### The metal 3 layer

Scale bar: 20 um.
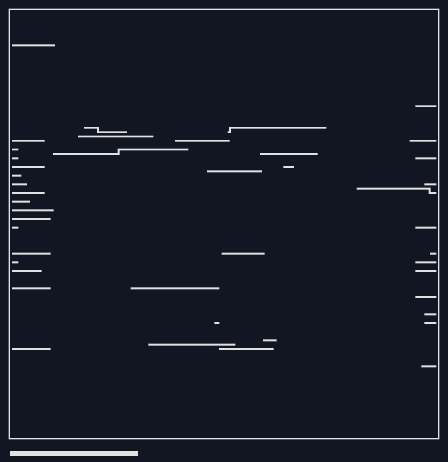
### Cell placement

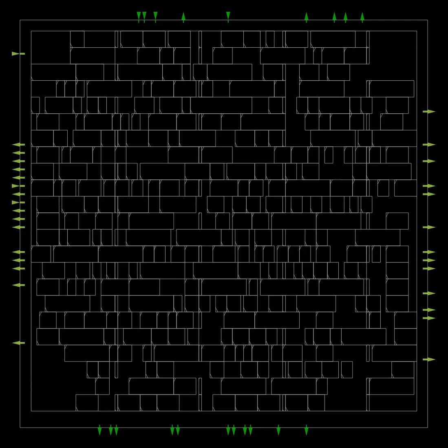
## src/rtl/mc_phase_sequencer_if.sv

```systemverilog
// Decoder <-> phase sequencer bundle: per-instruction length and hold/abort
// requests in one direction, phase strobes and status in the other.
interface mc_phase_sequencer_if #(
  parameter int NPHASE = 5,
  parameter int CW     = 3,
  parameter int IW     = 32
);
  logic [CW-1:0]     ilen;
  logic              stall;
  logic              trap;
  logic [NPHASE-1:0] phase;
  logic [CW-1:0]     phase_idx;
  logic              cpu_rst;
  logic              instr_done;
  logic              trap_ack;
  logic [IW-1:0]     instr_cnt;

  modport master (
    output ilen, stall, trap,
    input  phase, phase_idx, cpu_rst, instr_done, trap_ack, instr_cnt
  );

  modport slave (
    input  ilen, stall, trap,
    output phase, phase_idx, cpu_rst, instr_done, trap_ack, instr_cnt
  );
endinterface

```

## src/rtl/mc_phase_sequencer.sv

```systemverilog
// Variable-length one-hot phase sequencer for the multicycle CPU, with stall
// hold, trap-forced restart at phase 0 and a retired-instruction counter.
module mc_phase_sequencer #(
  parameter int NPHASE = 5,
  parameter int CW     = 3,
  parameter int IW     = 32
) (
  input  logic                 clk,
  input  logic                 clr,
  mc_phase_sequencer_if.slave  bus
);
  // Lengths need one extra bit: NPHASE itself may equal 2^CW.
  localparam int             LW  = CW + 1;
  localparam logic [LW-1:0]  NPH = LW'(NPHASE);

  typedef enum logic [1:0] {RST, IDLE, RUN} state_t;

  state_t        state, stateD;
  logic [CW-1:0] idx, idxD;
  logic [LW-1:0] lenQ, lenD, lenEff, ilenExt;
  logic [IW-1:0] cnt, cntD;

  always_ff @(posedge clk) begin
    if (clr) begin
      state <= RST;
      idx   <= '0;
      lenQ  <= NPH;
      cnt   <= '0;
    end else begin
      state <= stateD;
      idx   <= idxD;
      lenQ  <= lenD;
      cnt   <= cntD;
    end
  end

  always_comb begin
    ilenExt = {1'b0, bus.ilen};
    if (idx == '0)
      lenEff = (ilenExt == '0 || ilenExt > NPH) ? NPH : ilenExt;
    else
      lenEff = lenQ;
  end

  always_comb begin
    stateD         = state;
    idxD           = idx;
    lenD           = lenQ;
    cntD           = cnt;
    bus.phase      = '0;
    bus.phase_idx  = '0;
    bus.cpu_rst    = 1'b1;
    bus.instr_done = 1'b0;
    bus.trap_ack   = 1'b0;
    case (state)
      RST:  stateD = IDLE;
      IDLE: begin
        stateD = RUN;
        idxD   = '0;
      end
      RUN: begin
        bus.phase     = NPHASE'(1) << idx;
        bus.phase_idx = idx;
        bus.cpu_rst   = 1'b0;
        if (idx == '0) lenD = lenEff;
        if (bus.trap) begin
          idxD         = '0;
          bus.trap_ack = 1'b1;
        end else if (bus.stall) begin
          idxD = idx;
          lenD = lenQ;
        end else if ({1'b0, idx} == lenEff - LW'(1)) begin
          idxD           = '0;
          bus.instr_done = 1'b1;
          cntD           = cnt + IW'(1);
        end else begin
          idxD = idx + CW'(1);
        end
      end
      default: stateD = RST;
    endcase
  end

  assign bus.instr_cnt = cnt;
endmodule

```

## src/flat_wrapper.sv

```systemverilog
// flat-port wrapper written by rule: the top's interface ports become plain ports
module mc_phase_sequencer_flat 
#(
  parameter int NPHASE = 5,
  parameter int CW     = 3,
  parameter int IW     = 32
)
  (clk, clr, bus_ilen, bus_stall, bus_trap, bus_phase, bus_phase_idx, bus_cpu_rst, bus_instr_done, bus_trap_ack, bus_instr_cnt);
  mc_phase_sequencer_if #(.NPHASE(NPHASE), .CW(CW), .IW(IW)) bus_i ();
  input  logic clk;
  input  logic clr;
  input wire logic [$bits(bus_i.ilen)-1:0] bus_ilen;
  input wire logic [$bits(bus_i.stall)-1:0] bus_stall;
  input wire logic [$bits(bus_i.trap)-1:0] bus_trap;
  output wire logic [$bits(bus_i.phase)-1:0] bus_phase;
  output wire logic [$bits(bus_i.phase_idx)-1:0] bus_phase_idx;
  output wire logic [$bits(bus_i.cpu_rst)-1:0] bus_cpu_rst;
  output wire logic [$bits(bus_i.instr_done)-1:0] bus_instr_done;
  output wire logic [$bits(bus_i.trap_ack)-1:0] bus_trap_ack;
  output wire logic [$bits(bus_i.instr_cnt)-1:0] bus_instr_cnt;
  assign bus_i.ilen = bus_ilen;
  assign bus_i.stall = bus_stall;
  assign bus_i.trap = bus_trap;
  assign bus_phase = bus_i.phase;
  assign bus_phase_idx = bus_i.phase_idx;
  assign bus_cpu_rst = bus_i.cpu_rst;
  assign bus_instr_done = bus_i.instr_done;
  assign bus_trap_ack = bus_i.trap_ack;
  assign bus_instr_cnt = bus_i.instr_cnt;
  mc_phase_sequencer #(.NPHASE(NPHASE), .CW(CW), .IW(IW)) u_core (.clk(clk), .clr(clr), .bus(bus_i));
endmodule
```

## config.mk

```make
export PLATFORM = sky130hd
export DESIGN_NAME = mc_phase_sequencer_flat
export DESIGN_NICKNAME = d
export VERILOG_FILES = /design/src/rtl/mc_phase_sequencer_if.sv /design/src/rtl/mc_phase_sequencer.sv /design/src/flat_wrapper.sv
export SDC_FILE = /design/constraint.sdc
export NUM_CORES = 1
export LEC_CHECK = 0
export CORE_MARGIN = 1.5
export CORE_UTILIZATION = 54
export CTS_BUF_LIST = sky130_fd_sc_hd__clkbuf_4 sky130_fd_sc_hd__clkbuf_8 sky130_fd_sc_hd__clkbuf_16
export CTS_CLUSTER_SIZE = 20
export DETAILED_ROUTE_END_ITERATION = 16
export HOLD_SLACK_MARGIN = 0.02
export PLACE_DENSITY_LB_ADDON = 0.25
export SYNTH_ARGS = -nofsm -noshare
export SYNTH_HDL_FRONTEND = slang
export SYNTH_SLANG_ARGS = --single-unit
```

## constraint.sdc

```tcl
create_clock -name clk -period 9 [get_ports clk]
set_clock_uncertainty 0.15 [all_clocks]
set_input_delay 2.7 -clock clk [delete_from_list [all_inputs] [get_ports clk]]
set_output_delay 2.7 -clock clk [all_outputs]
set_load 0.05 [all_outputs]
```

==> results.sh <==
# source this file to load flow results
export IMPL_syn_num_nets=274
export IMPL_path_cells="clkdlybuf4s50_1 -> or3b_1 -> o22ai_1 -> ha_1 -> xnor2_1 -> a21oi_4 -> nand4_2 -> buf_4 -> inv_2 -> buf_4"
export IMPL_yosys_stat_area_mm2=0.00222
export IMPL_reg2reg_slack_ps=5580
export IMPL_p_per_area_mw_per_mm2=118
export IMPL_use_met1_pct=30.3
export IMPL_power_switching_mw=0.0834
export IMPL_topCellsByArea="dfxtp_1 (37%), a21oi_1 (7.0%), or3_1 (4.8%)"
export IMPL_max_stage_delay_ps=450
export IMPL_cts_hold_buf=0
export IMPL_p_clk_mw=0.112
export IMPL_synth_seq_share_pct=37.0
export IMPL_crit_required_ps=6150
export IMPL_n_antenna_cell=0
export IMPL_yosysWarnings=0
export IMPL_pg_seq_mw=0.185
export IMPL_cp_max_fo=27
export IMPL_max_slew_margin_rel_pct=65.2
export IMPL_cp_end_kind="primary output"
export IMPL_cp_slowest_cell="clkdlybuf4s50_1"
export IMPL_sw_frac_of_total_pct=25.2
export IMPL_holdCritStartpoint="u_core.state[1]"
export IMPL_portBuffers=49
export IMPL_synthArstFlopShare_pct=0
export IMPL_synthFlopType="dfxtp_1"
export IMPL_period_used_pct=89.5
export IMPL_dr_wl_met2_mm=2.31
export IMPL_placed_cells=351
export IMPL_clock_root_buffer="clkbuf_8"
export IMPL_p_total_mw=0.331
export IMPL_grt_ovfl_total=0
export IMPL_status="finished clean"
export IMPL_h_tree_depth=2
export IMPL_numCtsBuffers=5
export IMPL_antenna_found_initial=0
export IMPL_antenna_left=0
export IMPL_worstReg2RegEnd="u_core.bus.instr_cnt[18]"
export IMPL_intPower_mw=0.248
export IMPL_cts_tree="done"
export IMPL_cp_start_kind="input port"
export IMPL_first_pass_iters=4
export IMPL_path_depth=10
export IMPL_drive_above_1_share_pct=6.84
export IMPL_setup_viol=0
export IMPL_cts_max_path_buffers=2
export IMPL_area_growth_pct=26.8
export IMPL_ir_worst_vdd_v=0.0000854
export IMPL_cts_setup_buffers=0
export IMPL_powerComb_mw=0.0346
Notes on 'The metal 3 layer' above:
nets with wire on the layer = 37
share of all routed wire = 4.7%
M3 GR Usage: 5.57%
Vias: 2,108
DRT Wirelength: 4.91 mm

Notes on 'Cell placement' above:
Core Rows: 23
# Taps: 50
fin cells: 357
utilization after layout: 70.9%

## kinds of logic after synthesis
group	count (synthesis)	synth area share [%]
compound gates	67	18.1
xor+xnor	9	4.74
fa+ha+maj	7	3.95
simple gates	114	31.1
mux	4	1.80
buf+inv	18	3.33
flops	41	37.0
## cell usage after synthesis (7+ instances only)
cell      instances
nand4_1           9
nand2_1          20
inv_1             7
or3_1            17
or4_1            12
nor2_1           13
nand3_1           8
ha_1              7
o21ai_0          16
clkbuf_1          7
o31ai_1          12
a21oi_1          31
dfxtp_1          41
## final cells by class
cell class | count | area [um^2]
Multi-Input combinational cell | 201 | 1320
Fill cell | 327 | 1160
Sequential cell | 41 | 821
Timing Repair Buffer | 51 | 503
Clock buffer | 5 | 68.8
Tap cell | 50 | 62.6
Inverter | 8 | 30.0
Clock inverter | 1 | 5.00
